<file path="config.mk">
export PLATFORM = sky130hd
export DESIGN_NAME = stepper_pulse_gen
export DESIGN_NICKNAME = d
export VERILOG_FILES = /design/src/rtl/stepper_pulse_gen.sv
export SDC_FILE = /design/constraint.sdc
export NUM_CORES = 1
export LEC_CHECK = 0
export CAP_MARGIN = 30
export CORE_MARGIN = 8
export CORE_UTILIZATION = 61
export CTS_BUF_LIST = sky130_fd_sc_hd__clkbuf_16
export CTS_CLUSTER_SIZE = 20
export DETAILED_ROUTE_END_ITERATION = 10
export PLACE_DENSITY = 0.83
export REMOVE_ABC_BUFFERS = 1
export SYNTH_ARGS = -nofsm -noshare
export SYNTH_HDL_FRONTEND = slang
export SYNTH_SLANG_ARGS = --single-unit
</file>
<file path="constraint.sdc">
create_clock -name clk_clk -period 8.2 [get_ports clk_clk]
set_input_delay 0.82 -clock clk_clk [delete_from_list [all_inputs] [get_ports clk_clk]]
set_output_delay 0.82 -clock clk_clk [all_outputs]
set_load 0.01 [all_outputs]
</file>
<file path="src/rtl/stepper_pulse_gen.sv">
// stepper_pulse_gen: STEP/DIR pulse generator for one axis, fed by the HPS speed/steps PIO words.
// Define STEPPER_ENDSTOP_EN to build in the endstop synchronizers and halt-on-endstop logic.
module stepper_pulse_gen #(
    parameter int unsigned PULSE_W   = 100,
    parameter int unsigned DIR_SETUP = 20
) (
    input  logic        clk_clk,
    input  logic        reset_reset,
    input  logic [31:0] speed,
    input  logic [31:0] steps_cmd,
    input  logic        cmd_toggle,
    input  logic        endstop_min,
    input  logic        endstop_max,
    output logic        step_out,
    output logic        dir_out,
    output logic [31:0] status
);

    typedef enum logic [1:0] {
        IDLE,
        SETUP,
        HIGH,
        LOW
    } state_t;

    localparam logic [31:0] LP_PW_LAST    = 32'(PULSE_W - 1);
    localparam logic [31:0] LP_SETUP_LAST = 32'(DIR_SETUP - 1);
    localparam logic [31:0] LP_MIN_PER    = 32'(2 * PULSE_W);

    state_t      r_state, w_state_nxt;
    logic        r_tog_s, r_tog_q;
    logic [30:0] r_cmd_s;
    logic        r_dir, w_dir_nxt;
    logic [29:0] r_rem, w_rem_nxt;
    logic        r_busy, w_busy_nxt;
    logic        r_halted, w_halted_nxt;
    logic        r_step, w_step_nxt;
    logic [31:0] r_cnt, w_cnt_nxt;
    logic [31:0] r_per, w_per_nxt;
    logic        r_pend, w_pend_nxt;
    logic [30:0] r_pend_cmd, w_pend_cmd_nxt;

    logic        w_cmd_seen, w_cmd_zero, w_halt, w_low_done, w_load, w_unused;
    logic [30:0] w_load_cmd;
    logic [31:0] w_period, w_cnt_inc, w_per_inc;
    logic [29:0] w_rem_dec;

    // The toggle and its command word are registered together so the word is stable at detection.
    assign w_cmd_seen = r_tog_s ^ r_tog_q;
    assign w_cmd_zero = (r_cmd_s[29:0] == '0);
    assign w_period   = (speed > LP_MIN_PER) ? speed : LP_MIN_PER;
    assign w_low_done = (r_cnt >= LP_PW_LAST);
    assign w_cnt_inc  = r_cnt + 32'd1;
    assign w_per_inc  = (r_per == '1) ? r_per : r_per + 32'd1;
    assign w_rem_dec  = (r_rem == '0) ? '0 : r_rem - 30'd1;

`ifdef STEPPER_ENDSTOP_EN
    logic r_min_s1, r_min_s2, r_max_s1, r_max_s2;

    always_ff @(posedge clk_clk) begin
        if (reset_reset) begin
            r_min_s1 <= 1'b0;
            r_min_s2 <= 1'b0;
            r_max_s1 <= 1'b0;
            r_max_s2 <= 1'b0;
        end else begin
            r_min_s1 <= endstop_min;
            r_min_s2 <= r_min_s1;
            r_max_s1 <= endstop_max;
            r_max_s2 <= r_max_s1;
        end
    end

    assign w_halt   = r_dir ? r_max_s2 : r_min_s2;
    assign w_unused = steps_cmd[30];
`else
    assign w_halt   = 1'b0;
    assign w_unused = steps_cmd[30] ^ endstop_min ^ endstop_max;
`endif

    always_comb begin
        w_state_nxt    = r_state;
        w_dir_nxt      = r_dir;
        w_rem_nxt      = r_rem;
        w_busy_nxt     = r_busy;
        w_halted_nxt   = r_halted;
        w_step_nxt     = r_step;
        w_cnt_nxt      = r_cnt;
        w_per_nxt      = r_per;
        w_pend_nxt     = r_pend;
        w_pend_cmd_nxt = r_pend_cmd;
        w_load         = 1'b0;
        w_load_cmd     = r_cmd_s;

        case (r_state)
            IDLE: begin
                w_load = w_cmd_seen && !w_cmd_zero;
            end
            SETUP: begin
                if (w_cmd_seen && !w_cmd_zero) begin
                    w_load = 1'b1;
                end else if (r_pend) begin
                    w_load     = 1'b1;
                    w_load_cmd = r_pend_cmd;
                end else if (w_halt) begin
                    w_state_nxt  = IDLE;
                    w_busy_nxt   = 1'b0;
                    w_halted_nxt = 1'b1;
                end else if (r_cnt == LP_SETUP_LAST) begin
                    w_state_nxt = HIGH;
                    w_step_nxt  = 1'b1;
                    w_rem_nxt   = w_rem_dec;
                    w_cnt_nxt   = '0;
                    w_per_nxt   = 32'd1;
                end else begin
                    w_cnt_nxt = w_cnt_inc;
                end
            end
            HIGH: begin
                w_per_nxt = w_per_inc;
                if (r_cnt == LP_PW_LAST) begin
                    w_state_nxt = LOW;
                    w_step_nxt  = 1'b0;
                    w_cnt_nxt   = '0;
                end else begin
                    w_cnt_nxt = w_cnt_inc;
                end
            end
            LOW: begin
                // Period counter freezes while paused; every exit waits out the minimum low time.
                if (speed != '0) w_per_nxt = w_per_inc;
                if (!w_low_done) begin
                    w_cnt_nxt = w_cnt_inc;
                end else if (r_pend) begin
                    w_load     = 1'b1;
                    w_load_cmd = r_pend_cmd;
                end else if (w_halt) begin
                    w_state_nxt  = IDLE;
                    w_busy_nxt   = 1'b0;
                    w_halted_nxt = 1'b1;
                end else if (r_rem == '0) begin
                    w_state_nxt = IDLE;
                    w_busy_nxt  = 1'b0;
                end else if ((speed != '0) && (r_per >= w_period)) begin
                    w_state_nxt = HIGH;
                    w_step_nxt  = 1'b1;
                    w_rem_nxt   = w_rem_dec;
                    w_cnt_nxt   = '0;
                    w_per_nxt   = 32'd1;
                end
            end
            default: ;
        endcase

        if (w_load) begin
            w_state_nxt  = SETUP;
            w_dir_nxt    = w_load_cmd[30];
            w_rem_nxt    = w_load_cmd[29:0];
            w_busy_nxt   = 1'b1;
            w_halted_nxt = 1'b0;
            w_step_nxt   = 1'b0;
            w_cnt_nxt    = '0;
            w_pend_nxt   = 1'b0;
        end

        if (w_cmd_seen && !w_cmd_zero && ((r_state == HIGH) || (r_state == LOW))) begin
            w_pend_nxt     = 1'b1;
            w_pend_cmd_nxt = r_cmd_s;
        end

        // A zero-count command cancels everything; a move still in setup must not emit a pulse.
        if (w_cmd_seen && w_cmd_zero) begin
            w_rem_nxt    = '0;
            w_busy_nxt   = 1'b0;
            w_halted_nxt = 1'b0;
            w_pend_nxt   = 1'b0;
            if ((r_state == SETUP) || (w_state_nxt == SETUP)) begin
                w_state_nxt = IDLE;
                w_step_nxt  = 1'b0;
            end
        end
    end

    always_ff @(posedge clk_clk) begin
        if (reset_reset) begin
            r_state    <= IDLE;
            r_tog_s    <= 1'b0;
            r_tog_q    <= 1'b0;
            r_cmd_s    <= '0;
            r_dir      <= 1'b0;
            r_rem      <= '0;
            r_busy     <= 1'b0;
            r_halted   <= 1'b0;
            r_step     <= 1'b0;
            r_cnt      <= '0;
            r_per      <= '0;
            r_pend     <= 1'b0;
            r_pend_cmd <= '0;
        end else begin
            r_state    <= w_state_nxt;
            r_tog_s    <= cmd_toggle;
            r_tog_q    <= r_tog_s;
            r_cmd_s    <= {steps_cmd[31], steps_cmd[29:0]};
            r_dir      <= w_dir_nxt;
            r_rem      <= w_rem_nxt;
            r_busy     <= w_busy_nxt;
            r_halted   <= w_halted_nxt;
            r_step     <= w_step_nxt;
            r_cnt      <= w_cnt_nxt;
            r_per      <= w_per_nxt;
            r_pend     <= w_pend_nxt;
            r_pend_cmd <= w_pend_cmd_nxt;
        end
    end

    assign step_out = r_step;
    assign dir_out  = r_dir;
    assign status   = {r_busy, r_halted, r_rem};

endmodule

</file>
==> Slide: Implementation Results, run 1 <==
Synthesis and Place & Route Summary

Status
  – Outcome: finished clean

Clock tree
  – Post-CTS Resized: 0
  – CTS H-tree depth: 4
  – Latency at later pin: 0.44 ns
  – TritonCTS Buffers: 17
  – CTS sink cnt: 164
  – Post-CTS Setup Bufs: 0
  – CTS tree: done
  – Worst-path clk slew: 0.07 ns
  – Maximum clock path buffer count: 2
  – CTS root buf: clkbuf_16
  – # hold bufs at CTS: 0

Flow run
  – Tally of OpenROAD warnings: 28
  – Max cap viols: 0

Finish
  – Top cell excl fill/tap: dfxtp_1
  – Fraction of layout cells with a size suffix above 1: 0.0726
  – Final std cells w/o fill: 1369
  – N_diodes: 0
  – Most common logic cells in the final layout: 164 x dfxtp_1, 97 x clkdlybuf4s50_1, 92 x nand2_1
  – Design area: 10700 um^2
  – Area growth from synthesis to layout: 18.2%
  – Nets: 1276

Pwr
  – Total power: 2.12 mW
  – Leakage: 4.03 nW
  – VDD IR max: 181 uV
  – Pwr/cell area: 198 nW/um^2

STA
  – Clock skew: 0.0100 ns
  – Final setup margin: 2.76 ns
  – Max frequency: 184 MHz
  – Slew HR: 0.284
  – RSZ-0062 raised after global routing: false
  – Setup Total Neg Slack: 0 ns
  – Final hold vios: 0
  – Final period util: 0.663
  – Fin Hold WS: 0.492 ns
  – Final setup fails: 0
  – Fin. max-slew vios: 0
  – Post-route minimum period: 5.44 ns
  – Worst slew pin tran: 1.07 ns

Synth
  – Synth mux share: 0.0447
  – Synth Seq Share: 0.363
  – Ys flops: 164
  – Synth warnings: 0
  – Yosys aoi share: 0.212
  – Cells in synth_stat.txt: 1101
  – Simple-gate share of the synthesized area: 0.275
  – Dominant register cell: dfxtp_1
  – Adder share: 0.0484
  – Yosys stat area: 9040 um^2
  – Number of enable flip-flop cells: 0
  – Synth Instances: 1101
  – Post-synth ARST share: 0
  – Synthesized area: 9040 um^2
  – Post-synthesis average cell area: 8.21 um^2
  – Yosys xor share: 0.00678
  – Largest logic family: simple AND/OR/NAND/NOR gates

GRT
  – Total GRT Usage: 0.259
  – Grt total ovfl: 0
  – Number of global-route vias before repair: 8308
  – Initial antenna violation count: 0
  – First-pass GRT wire length: 40000 um
  – Largest net degree at the start of global routing: 50

Place
  – Port Buf Inserts: 98
  – Place WS: 2.41 ns
  – Dpl hpwl: 16900 um
  – Cell Area, Placed: 10100 um^2
  – Gpl congestion: 0.891
  – Placed cells: 1337

Route
  – Vias: 8877
  – DRT antenna net count: 0
  – Initial drt markers: 885
  – First-pass iteration count of the detailed router: 6
  – WL/cell: 17.9 um
  – Vias per cell: 6.48
  – Routed WL: 24600 um

Die
  – FP Core Util: 0.622
  – Die area: 19000 um^2
  – Die width: 138 um
  – Num rows: 44
  – Die H: 138 um
  – CORE AREA: 14500 um^2
  – I/O Pins: 103

Setup path
  – CP cell instances: clkdlybuf4s50_1 -> nor4_1 -> nand4_1 -> nor2_1 -> o21ai_0 -> and2_1 -> ha_1 -> nand2b_1 -> a2111oi_0 -> nor4b_1 -> o31ai_1 -> a21boi_4 -> o21ai_4 -> nor3_1 -> a31o_1
  – Slowest CP cell: o21ai_4
  – CP max FO: 35
  – Buffers & Inverters on Critical Path: 1
  – Worst Setup Start Kind: input port
  – Nature of the critical path endpoint: register
  – Crit-path max cell delay: 0.80 ns
  – Arrival @ worst endpoint: 5.77 ns
  – Worst path top cell family by delay: AND-OR/OR-AND gates
  – Crit Path Class: in2reg
  – CP required: 8.53 ns

Worst hold path
  – Worst min path class: reg2reg
-- run 1: flip-flops by register name, summed over array words and instances (netlist names) --
signal,cells
dir_out,1
r_pend,1
r_busy,1
r_pend_cmd,31
r_cnt,32
r_rem,30
r_tog_q,1
r_tog_s,1
r_cmd_s,31
r_per,32
step_out,1
r_state,2
-- run 1: cell type report --
| class | instances | area [um^2] |
|---|---|---|
| well taps | 184 | 230 |
| clock buffers | 17 | 425 |
| repair buffers | 112 | 1110 |
| flip-flops and latches | 164 | 3280 |
| clock inverters | 15 | 143 |
| inverters | 44 | 165 |
| multi-input cells | 833 | 5330 |
| fillers | 1132 | 3850 |
-- run 1: cells in the mapped netlist, drive strengths merged, types with 35 or more instances --
master,count,area (um^2)
mux2i,37,370
nor4,35,240
inv,43,161
nor2b,36,225
nor2,92,355
clkbuf,35,131
dfxtp,164,3280
nand2,93,352
a21oi,90,480
ha,35,438
nand3,51,260
o21ai,53,280
-- run 1: where the power goes --
group          switching [mW]  leakage (nW)  internal [mW]
Combinational           0.272          2.42          0.199
Clock                   0.354         0.276          0.426
Sequential             0.0423          1.33          0.827
-- run 1: worst paths after layout --
kind                  from        end  slack (ns)  cells after the start
setup / recovery  speed[8]  r_rem[12]        2.76                     15
hold / removal     r_tog_s    r_tog_q        0.49                      1
setup reg to reg  r_rem[0]  r_rem[12]        4.31                     10
hold reg to reg    r_tog_s    r_tog_q        0.49                      1
-- run 1: per-layer routing --
metal | global-route usage | vias up | wire (um)
met4 | 0.103 | 0 | 584
li1 | - | 4265 | -
met2 | 0.420 | 401 | 11600
met5 | 0 | - | 0
met1 | 0.319 | 4142 | 10400
met3 | 0.0711 | 69 | 1990
run_1/gates.png
Scale: 3 px per um.
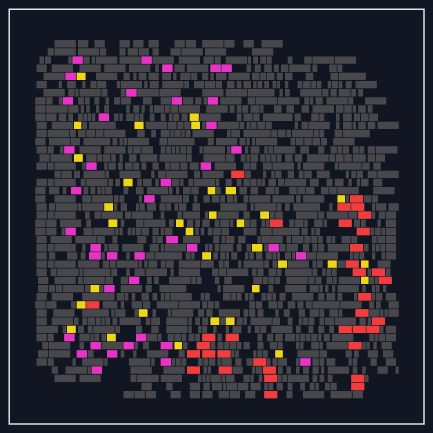
yellow -> non-inverting ao/oa cells  # cells 33, most used a21o_1
red -> fa/ha/maj cells  # cells 35, most used ha_1
magenta -> mux cells  # cells 40, most used mux2i_1

run_1/port_trees.png
Scale: 3 px per um.
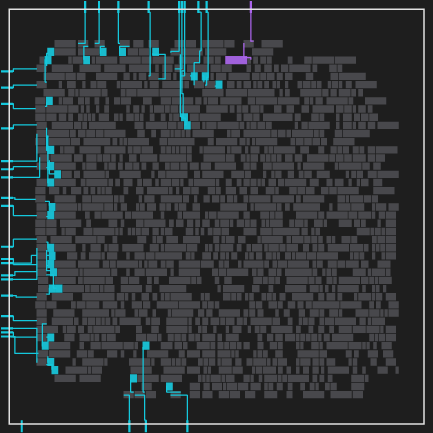
purple -> dir_out  # bits 1, direction output, edge top, end cells 1, buffers 1, wire 18.8 um
cyan -> steps_cmd  # bits 32, direction input, edge 19 left, 9 top, 4 bottom, end cells 31, buffers 31, wire 628 um

run_1/ff_map.png
Scale: 2 px per um. Other sequential cells in the stronger gray, the rest of the logic in the fainter gray.
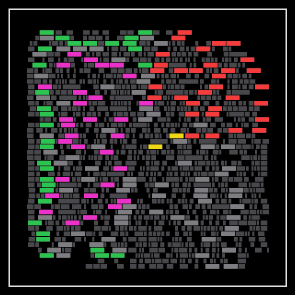
yellow -> r_state  # flops 2
red -> r_cnt  # flops 32
green -> r_cmd_s  # flops 31
magenta -> r_rem  # flops 30
not colored = 69
Util after Layout: 0.735
Seq area share: 0.307
sequential power: 0.869 mW
flip-flop and latch area: 3280 um^2

run_1/clock_nets.png
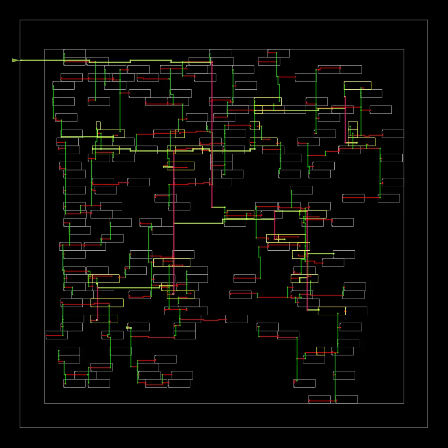

==> run 2, diff against run 1 <==
--- a/config.mk
+++ b/config.mk
@@ -7,11 +7,11 @@
 export LEC_CHECK = 0
 export CAP_MARGIN = 30
 export CORE_MARGIN = 8
-export CORE_UTILIZATION = 61
+export CORE_UTILIZATION = 57
 export CTS_BUF_LIST = sky130_fd_sc_hd__clkbuf_16
 export CTS_CLUSTER_SIZE = 20
 export DETAILED_ROUTE_END_ITERATION = 10
-export PLACE_DENSITY = 0.83
+export PLACE_DENSITY = 0.78
 export REMOVE_ABC_BUFFERS = 1
 export SYNTH_ARGS = -nofsm -noshare
 export SYNTH_HDL_FRONTEND = slang
==> constraint.sdc (replaced) <==
create_clock -name clk_clk -period 5.5 [get_ports clk_clk]
set_input_delay 0.55 -clock clk_clk [delete_from_list [all_inputs] [get_ports clk_clk]]
set_output_delay 0.55 -clock clk_clk [all_outputs]
set_load 0.01 [all_outputs]
run_2/clock_nets.png
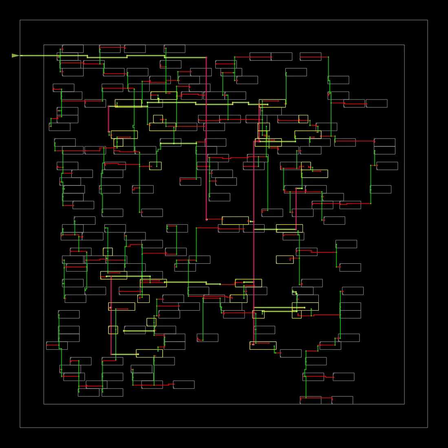
CLK BUF: 17
Clk. pwr: 1.16 mW
Latency at later pin: 0.44 ns
Seq cells: 164
TritonCTS Buffers: 17

run_2/gates.png
Scale: 3 px per um.
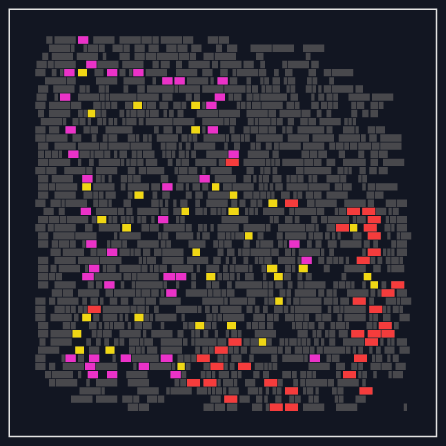
magenta -> mux cells  # cells 40, most used mux2i_1
yellow -> non-inverting ao/oa cells  # cells 33, most used a21o_1
red -> fa/ha/maj cells  # cells 35, most used ha_1

==> run 2 against run 1 <==
Utilization fell by 4.4 points. Global-route usage fell by 2.3 points. First-iteration DRC count fell by 7.8%. Combinational power rose by 52%. Hold slack got worse by 0.0049 ns. Cell count rose by 3.4%. Clock power rose by 49%. Worst setup slack got worse by 1.8 ns. Cell area rose by 1.7%. Wire length fell by 1.9%. Sequential share of layout area fell by 0.50 points. Largest power group unchanged.
==> Slide: Implementation Results, run 2 <==
Synthesis and Place & Route Summary

Status
  – Outcome: finished clean (unchanged)

Setup path
  – Worst Setup Start Kind: input port (unchanged)
  – CP max FO: 11 (was 35)
  – Flop2flop setup slack: 1.83 ns (was 4.31 ns)
  – Worst r2r src: r_rem[0] (unchanged)
  – Nature of the critical path endpoint: register (unchanged)
  – CP required: 5.87 ns (was 8.53 ns)
  – Crit Path Class: in2reg (unchanged)
  – Worst r2r path cells: 10 (unchanged)
  – Arrival @ worst endpoint: 4.94 ns (was 5.77 ns)
  – RR Endpoint: r_rem[21] (was r_rem[12])

Worst hold path
  – Beginning of the worst hold path: r_tog_s (unchanged)
  – Worst hold stages: 1 (unchanged)
  – Hold endpoint: r_tog_q (unchanged)

Synth
  – Top cells by count: 164 x dfxtp_1, 92 x nand2_1, 90 x nor2_1 (unchanged)
  – Ys flops: 164 (unchanged)
  – Count leader, synth: dfxtp_1 (unchanged)
  – Synth warnings: 0 (unchanged)
  – Top cells, area: dfxtp_1 36%, ha_1 4.8%, a21oi_1 4.5% (unchanged)
  – Post-synth ARST share: 0 (unchanged)
  – Synth Instances: 1101 (unchanged)
  – Post-synthesis average cell area: 8.21 um^2 (unchanged)
  – Dominant register cell: dfxtp_1 (unchanged)
  – Yosys stat area: 9040 um^2 (unchanged)
  – Synth Seq Share: 0.363 (unchanged)
  – Cell type with the largest total area: dfxtp_1 (unchanged)
  – Cells in synth_stat.txt: 1101 (unchanged)
  – Max-area cell share: 0.363 (unchanged)
  – Number of enable flip-flop cells: 0 (unchanged)
  – Synthesized area: 9040 um^2 (unchanged)

GRT
  – Largest net degree at the start of global routing: 58 (was 50)
  – Met1 Use GR: 0.289 (was 0.319)
  – Grt total ovfl: 0 (unchanged)
  – Initial antenna violation count: 0 (unchanged)
  – GR Layer Usage met3: 0.0510 (was 0.0711)
  – First-pass GRT wire length: 39100 um (was 40000 um)
  – Number of global-route vias before repair: 8125 (was 8308)
  – Met2 Use GR: 0.403 (was 0.420)
  – GRT busiest layer: met2 (unchanged)
  – Total GRT Usage: 0.236 (was 0.259)

Die
  – Die H: 142 um (was 138 um)
  – I/O Pins: 103 (unchanged)
  – CORE AREA: 15700 um^2 (was 14500 um^2)
  – Die width: 142 um (was 138 um)
  – Num rows: 46 (was 44)
  – FP Core Util: 0.575 (was 0.622)
  – Die area: 20100 um^2 (was 19000 um^2)

Flow run
  – Tally of OpenROAD warnings: 28 (unchanged)

Clock tree
  – # hold bufs at CTS: 0 (unchanged)
  – CTS root buf: clkbuf_16 (unchanged)
  – CTS H-tree depth: 4 (unchanged)
  – Worst-path clk slew: 0.07 ns (about the same)
  – Post-CTS Resized: 0 (unchanged)
  – CTS sink cnt: 164 (unchanged)
  – CTS tree: done (unchanged)
  – Maximum clock path buffer count: 2 (unchanged)

Pwr
  – Comb pwr share: 0.226 (was 0.222)
  – Power Combinational: 0.718 mW (was 0.472 mW)
  – Pwr top: sequential cells (unchanged)
  – Sequential power: 1.29 mW (was 0.869 mW)
  – Clock power frac: 0.366 (was 0.368)
  – Pwr/cell area: 292 nW/um^2 (was 198 nW/um^2)
  – Total power: 3.17 mW (was 2.12 mW)
  – Switching Share: 0.324 (was 0.315)
  – Leakage: 4.11 nW (was 4.03 nW)

Route
  – Routed WL: 24100 um (was 24600 um)
  – WL/cell: 17.0 um (was 17.9 um)
  – First-pass iteration count of the detailed router: 7 (was 6)
  – Vias per cell: 6.19 (was 6.48)
  – Initial drt markers: 816 (was 885)
  – Wl on met1: 10500 um (was 10400 um)
  – Wire length on met2: 11600 um (about the same)
  – DR WL met3: 1580 um (was 1990 um)
  – Top Metal Used: met4 (unchanged)
  – Vias: 8754 (was 8877)
  – DRT antenna net count: 0 (unchanged)

Finish
  – Nets: 1290 (was 1276)
  – Largest registers: r_cnt: 32 flops, r_per: 32 flops (unchanged)
  – Fraction of layout cells with a size suffix above 1: 0.0851 (was 0.0726)
  – Top cell excl fill/tap: dfxtp_1 (unchanged)
  – Area growth from synthesis to layout: 20.2% (was 18.2%)
  – Most common logic cells in the final layout: 164 x dfxtp_1, 97 x clkdlybuf4s50_1, 92 x nand2_1 (unchanged)
  – N_diodes: 0 (unchanged)

STA
  – Final hold vios: 0 (unchanged)
  – Post-route minimum period: 4.56 ns
  – Slew HR: 0.290 (was 0.284)
  – Final setup fails: 0 (unchanged)
  – Final period util: 0.830
  – Max frequency: 219 MHz
  – Fin Hold WS: 0.487 ns (was 0.492 ns)
  – Fin. max-slew vios: 0 (unchanged)
  – Clock skew: 0.0127 ns (was 0.0100 ns)

Place
  – Port Buf Inserts: 98 (unchanged)
  – Dpl hpwl: 17200 um (was 16900 um)
-- run 2: cell families after synthesis --
| kind of cell | count (synthesis) | synth area share |
|---|---|---|
| compound gates | 285 | 0.212 |
| xor+xnor | 7 | 0.00678 |
| fa+ha+maj | 35 | 0.0484 |
| buf+inv | 104 | 0.0496 |
| flops | 164 | 0.363 |
| mux | 40 | 0.0447 |
| other cells | 1 | 0.000415 |
| simple gates | 465 | 0.275 |
-- run 2: area by class of cell --
cell class	instances	area [um^2]
sequential	164	3280
tap	216	270
timing repair buffer	126	1230
inverter	44	165
clock inverter	15	156
fill	1301	4850
multi-input combinational	833	5330
clock buffer	17	425
-- run 2: stage by stage --
stage | utilization | area, um^2 | setup slack, ns | std cells
6_report | 0.691 | 10900 | 0.936 | 1415
5_1_grt | 0.691 | 10900 | 0.675 | 1415
4_1_cts | 0.691 | 10900 | 0.938 | 1414
3_5_place_dp | 0.654 | 10300 | 0.521 | 1382
3_3_place_gp | 0.653 | 10300 | 0.574 | 1381
2_1_floorplan | - | 8760 | 1.24 | 1041
-- run 2: critical path: stages --
cell	delay, ns
clkdlybuf4s50_1	0.44
nor4_1	0.38
nand4_1	0.30
nor2_1	0.24
o21ai_0	0.23
and2_1	0.24
ha_1	0.26
nand2b_1	0.09
a2111oi_0	0.09
nor4b_1	0.58
o31a_1	0.27
o211ai_2	0.12
and2_1	0.25
buf_4	0.19
or4_1	0.54
a21oi_2	0.15
-- run 2: how the worst max path moves through the flow --
stage	start	end	cells after the start
after floorplan	speed[21]	r_per[19]	14
after global placement	speed[8]	r_cnt[13]	17
after detailed placement	speed[20]	r_cnt[7]	16
after CTS	speed[20]	r_cnt[9]	16
after global routing	speed[9]	r_cnt[7]	17
final	speed[20]	r_cnt[9]	16
run_2/layers.png
Scale: 3 px per um.
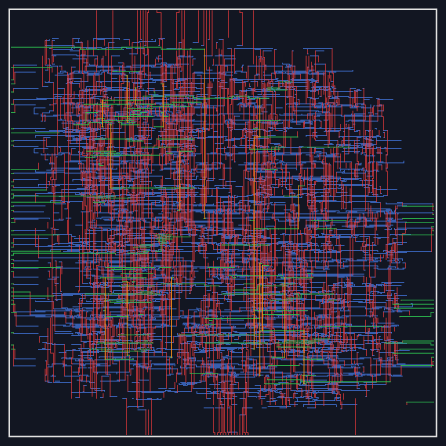

==> run 3, diff against run 2 <==
==> constraint.sdc (replaced) <==
create_clock -name clk_clk -period 4.5 [get_ports clk_clk]
set_input_delay 0.45 -clock clk_clk [delete_from_list [all_inputs] [get_ports clk_clk]]
set_output_delay 0.45 -clock clk_clk [all_outputs]
set_load 0.01 [all_outputs]
run_3/layers.png
Scale: 3 px per um.
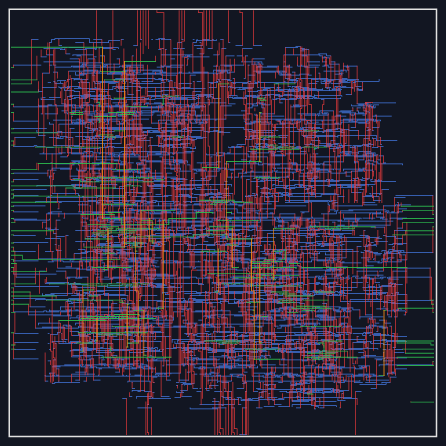
orange -> M4  # wire length 484 um
green -> M3  # wire length 1650 um
blue -> M1  # wire length 10800 um
red -> M2  # wire length 11600 um
vias: 8905
Routed WL: 24500 um
WL/cell: 17.1 um
Total GRT Usage: 0.247

==> run 3 against run 2 <==
Cell area increased by 2.4%. Clock power rose by 37%. Sequential share of layout area decreased by 0.70 points. Hold slack got worse by 0.0011 ns. Clock-buffer cell count stayed put. Largest power group is now clock.
==> Slide: Implementation Results, run 3 <==
Synthesis and Place & Route Summary

Status
  – Outcome: finished clean (unchanged)

Clock tree
  – TritonCTS Buffers: 17 (unchanged)
  – # hold bufs at CTS: 0 (unchanged)
  – Latency at later pin: 0.44 ns (about the same)
  – Maximum clock path buffer count: 2 (unchanged)
  – CTS H-tree depth: 4 (unchanged)
  – CTS sink cnt: 164 (unchanged)
  – Worst-path clk slew: 0.07 ns (about the same)
  – CTS tree: done (unchanged)
  – CTS root buf: clkbuf_16 (unchanged)

Setup path
  – Crit Path Class: in2reg (unchanged)
  – Buffers & Inverters on Critical Path: 4 (was 2)
  – Nature of the critical path endpoint: register (unchanged)
  – RR Endpoint: r_rem[6] (was r_rem[21])
  – Arrival @ worst endpoint: 4.51 ns (was 4.94 ns)
  – Worst Setup Start Kind: input port (unchanged)
  – Slowest CP cell: a2111oi_1 (was nor4b_1)
  – Cell mode on critical path: buf_4 (was and2_1)
  – Worst r2r src: r_rem[0] (unchanged)
  – CP required: 4.87 ns (was 5.87 ns)
  – CP cell instances: clkdlybuf4s50_1 -> nor4_2 -> buf_4 -> nand4_1 -> nor2_1 -> o21ai_1 -> and2_1 -> ha_1 -> nand2b_1 -> a2111oi_1 -> nor4b_2 -> o31a_1 -> buf_4 -> o21ai_2 -> o31ai_1 -> a221o_1 -> buf_12 -> a21oi_1 (was clkdlybuf4s50_1 -> nor4_1 -> nand4_1 -> nor2_1 -> o21ai_0 -> and2_1 -> ha_1 -> nand2b_1 -> a2111oi_0 -> nor4b_1 -> o31a_1 -> o211ai_2 -> and2_1 -> buf_4 -> or4_1 -> a21oi_2)
  – Flop2flop setup slack: 0.93 ns (was 1.83 ns)
  – Worst r2r path cells: 11 (was 10)
  – Crit-path max cell delay: 0.45 ns (was 0.58 ns)
  – Worst path top cell family by delay: AND-OR/OR-AND gates (was simple AND/OR/NAND/NOR gates)
  – CP max FO: 32 (was 11)

GRT
  – Largest net degree at the start of global routing: 51 (was 58)
  – Initial antenna violation count: 0 (unchanged)
  – Grt total ovfl: 0 (unchanged)
  – First-pass GRT wire length: 40900 um (was 39100 um)
  – Number of global-route vias before repair: 8317 (was 8125)

Finish
  – Fraction of layout cells with a size suffix above 1: 0.101 (was 0.0851)
  – Most common logic cells in the final layout: 164 x dfxtp_1, 97 x clkdlybuf4s50_1, 92 x nand2_1 (unchanged)
  – Largest registers: r_cnt: 32 flops, r_per: 32 flops (unchanged)
  – Area growth from synthesis to layout: 23.0% (was 20.2%)
  – Final std cells w/o fill: 1434 (was 1415)
  – Layout fillers: 1272 (was 1301)
  – Top cell excl fill/tap: dfxtp_1 (unchanged)
  – Design area: 11100 um^2 (was 10900 um^2)
  – Nets: 1309 (was 1290)
  – N_diodes: 0 (unchanged)
  – Util after Layout: 0.708 (was 0.691)

Place
  – Cell Area, Placed: 10400 um^2 (was 10300 um^2)
  – Port Buf Inserts: 98 (unchanged)
  – Placed cells: 1402 (was 1382)
  – Gpl congestion: 0.894 (was 0.900)
  – Dpl hpwl: 17300 um (was 17200 um)
  – Place WS: -0.286 ns (was 0.521 ns)

Pwr
  – Leakage: 4.25 nW (was 4.11 nW)
  – Pwr/cell area: 366 nW/um^2 (was 292 nW/um^2)
  – Total power: 4.07 mW (was 3.17 mW)
  – VDD IR max: 297 uV (was 275 uV)

Synth
  – Yosys stat area: 9040 um^2 (unchanged)
  – Yosys aoi share: 0.212 (unchanged)
  – Yosys xor share: 0.00678 (unchanged)
  – Top cells by count: 164 x dfxtp_1, 92 x nand2_1, 90 x nor2_1 (unchanged)
  – Ys flops: 164 (unchanged)
  – Synth mux share: 0.0447 (unchanged)
  – Synth Instances: 1101 (unchanged)
  – Adder share: 0.0484 (unchanged)
  – Dominant register cell: dfxtp_1 (unchanged)
  – Synth warnings: 0 (unchanged)
  – Number of enable flip-flop cells: 0 (unchanged)
  – Simple-gate share of the synthesized area: 0.275 (unchanged)
  – Synthesized area: 9040 um^2 (unchanged)
  – Largest logic family: simple AND/OR/NAND/NOR gates (unchanged)
  – Post-synth ARST share: 0 (unchanged)
  – Post-synthesis average cell area: 8.21 um^2 (unchanged)
  – Cell type with the largest total area: dfxtp_1 (unchanged)
  – Max-area cell share: 0.363 (unchanged)
  – Cells in synth_stat.txt: 1101 (unchanged)
  – Synth Seq Share: 0.363 (unchanged)
  – Count leader, synth: dfxtp_1 (unchanged)
  – Top cells, area: dfxtp_1 36%, ha_1 4.8%, a21oi_1 4.5% (unchanged)

Die
  – Num rows: 46 (unchanged)
  – I/O Pins: 103 (unchanged)
  – Die width: 142 um (unchanged)
  – CORE AREA: 15700 um^2 (unchanged)
  – Die area: 20100 um^2 (unchanged)
  – Die H: 142 um (unchanged)

STA
  – Final setup margin: 0.361 ns (was 0.936 ns)
  – Worst slew pin tran: 0.949 ns (was 1.06 ns)
  – Final period util: 0.920
  – Clock skew: 0.00879 ns (was 0.0127 ns)
  – Slew HR: 0.365 (was 0.290)
  – Fin. max-slew vios: 0 (unchanged)
  – Post-route minimum period: 4.14 ns
  – RSZ-0062 raised after global routing: false (unchanged)
  – Max frequency: 242 MHz
  – Fin Hold WS: 0.486 ns (was 0.487 ns)
  – Final setup fails: 0 (unchanged)
  – Final hold vios: 0 (unchanged)

Route
  – Vias per cell: 6.21 (was 6.19)
  – Initial drt markers: 739 (was 816)
  – DRT antenna net count: 0 (unchanged)
  – First-pass iteration count of the detailed router: 6 (was 7)

Worst hold path
  – Beginning of the worst hold path: r_rem[25] (was r_tog_s)
  – Hold endpoint: r_rem[25] (was r_tog_q)

Flow run
  – Tally of OpenROAD warnings: 28 (unchanged)
  – Max cap viols: 0 (unchanged)
run_3/port_trees.png
Scale: 3 px per um.
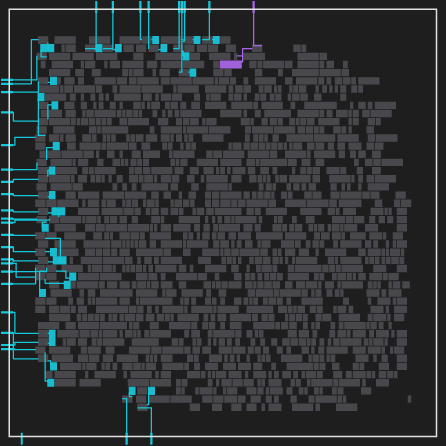
cyan -> steps_cmd  # bits 32, direction input, edge 21 left, 8 top, 3 bottom, end cells 31, buffers 31, wire 508 um
purple -> dir_out  # bits 1, direction output, edge top, end cells 1, buffers 1, wire 24.4 um

-- run 3: netlist changes by cell type in the layout (fill, tap and decap cells not counted), sizes merged --
cell | previous run | this run
buf | 29 | 48
bufinv | 0 | 4
clkinv | 9 | 6
inv | 50 | 48
clkinvlp | 0 | 1
-- run 3: logic make-up after synthesis --
kind of cell / count (synthesis)
adders and majority gates: 35
DFF: 164
xor gates and xnor gates: 7
and+or+nand+nor: 465
buffers and inverters: 104
AOI/OAI and AO/OA: 285
other: 1
muxes: 40
-- run 3: cell type report --
cell class	count	area [um^2]	area share
clock buffers	17	425	0.0383
clock inverters	15	221	0.0199
inverters	44	165	0.0149
multi-input cells	833	5350	0.481
flip-flops and latches	164	3280	0.295
well taps	216	270	0.0243
repair buffers	145	1400	0.126
-- run 3: what timing repair did --
| action | CTS | global route |
|---|---|---|
| endpoints found under the setup margin | 0 | 62 |
| setup buffers | 0 | 0 |
| gates resized | 0 | 6 |
-- run 3: how the worst max path moves through the flow --
stage	from	endpoint	slack, ns	cells after the start
final	speed[8]	r_cnt[31]	0.36	18
after global routing	speed[9]	r_cnt[25]	0.04	18
after CTS	speed[8]	r_cnt[7]	0.16	17
after floorplan	speed[21]	r_per[19]	0.34	14
after detailed placement	speed[8]	r_cnt[7]	-0.29	17
after global placement	speed[20]	r_cnt[29]	-0.26	17
-- run 3: routing by layer --
layer,up-vias,track usage,part of all wire
li1,4317,-,-
met1,4195,0.312,0.44
met2,341,0.408,0.47
met3,52,0.0496,0.067
met4,0,0.0910,0.020
met5,-,0,0
-- run 3: power breakdown --
| group | total, mW | internal [mW] | switching (mW) |
|---|---|---|---|
| combinational | 0.895 | 0.391 | 0.503 |
| sequential | 1.58 | 1.51 | 0.0738 |
| clock | 1.59 | 0.946 | 0.644 |
Power and IR drop assume default switching activity.
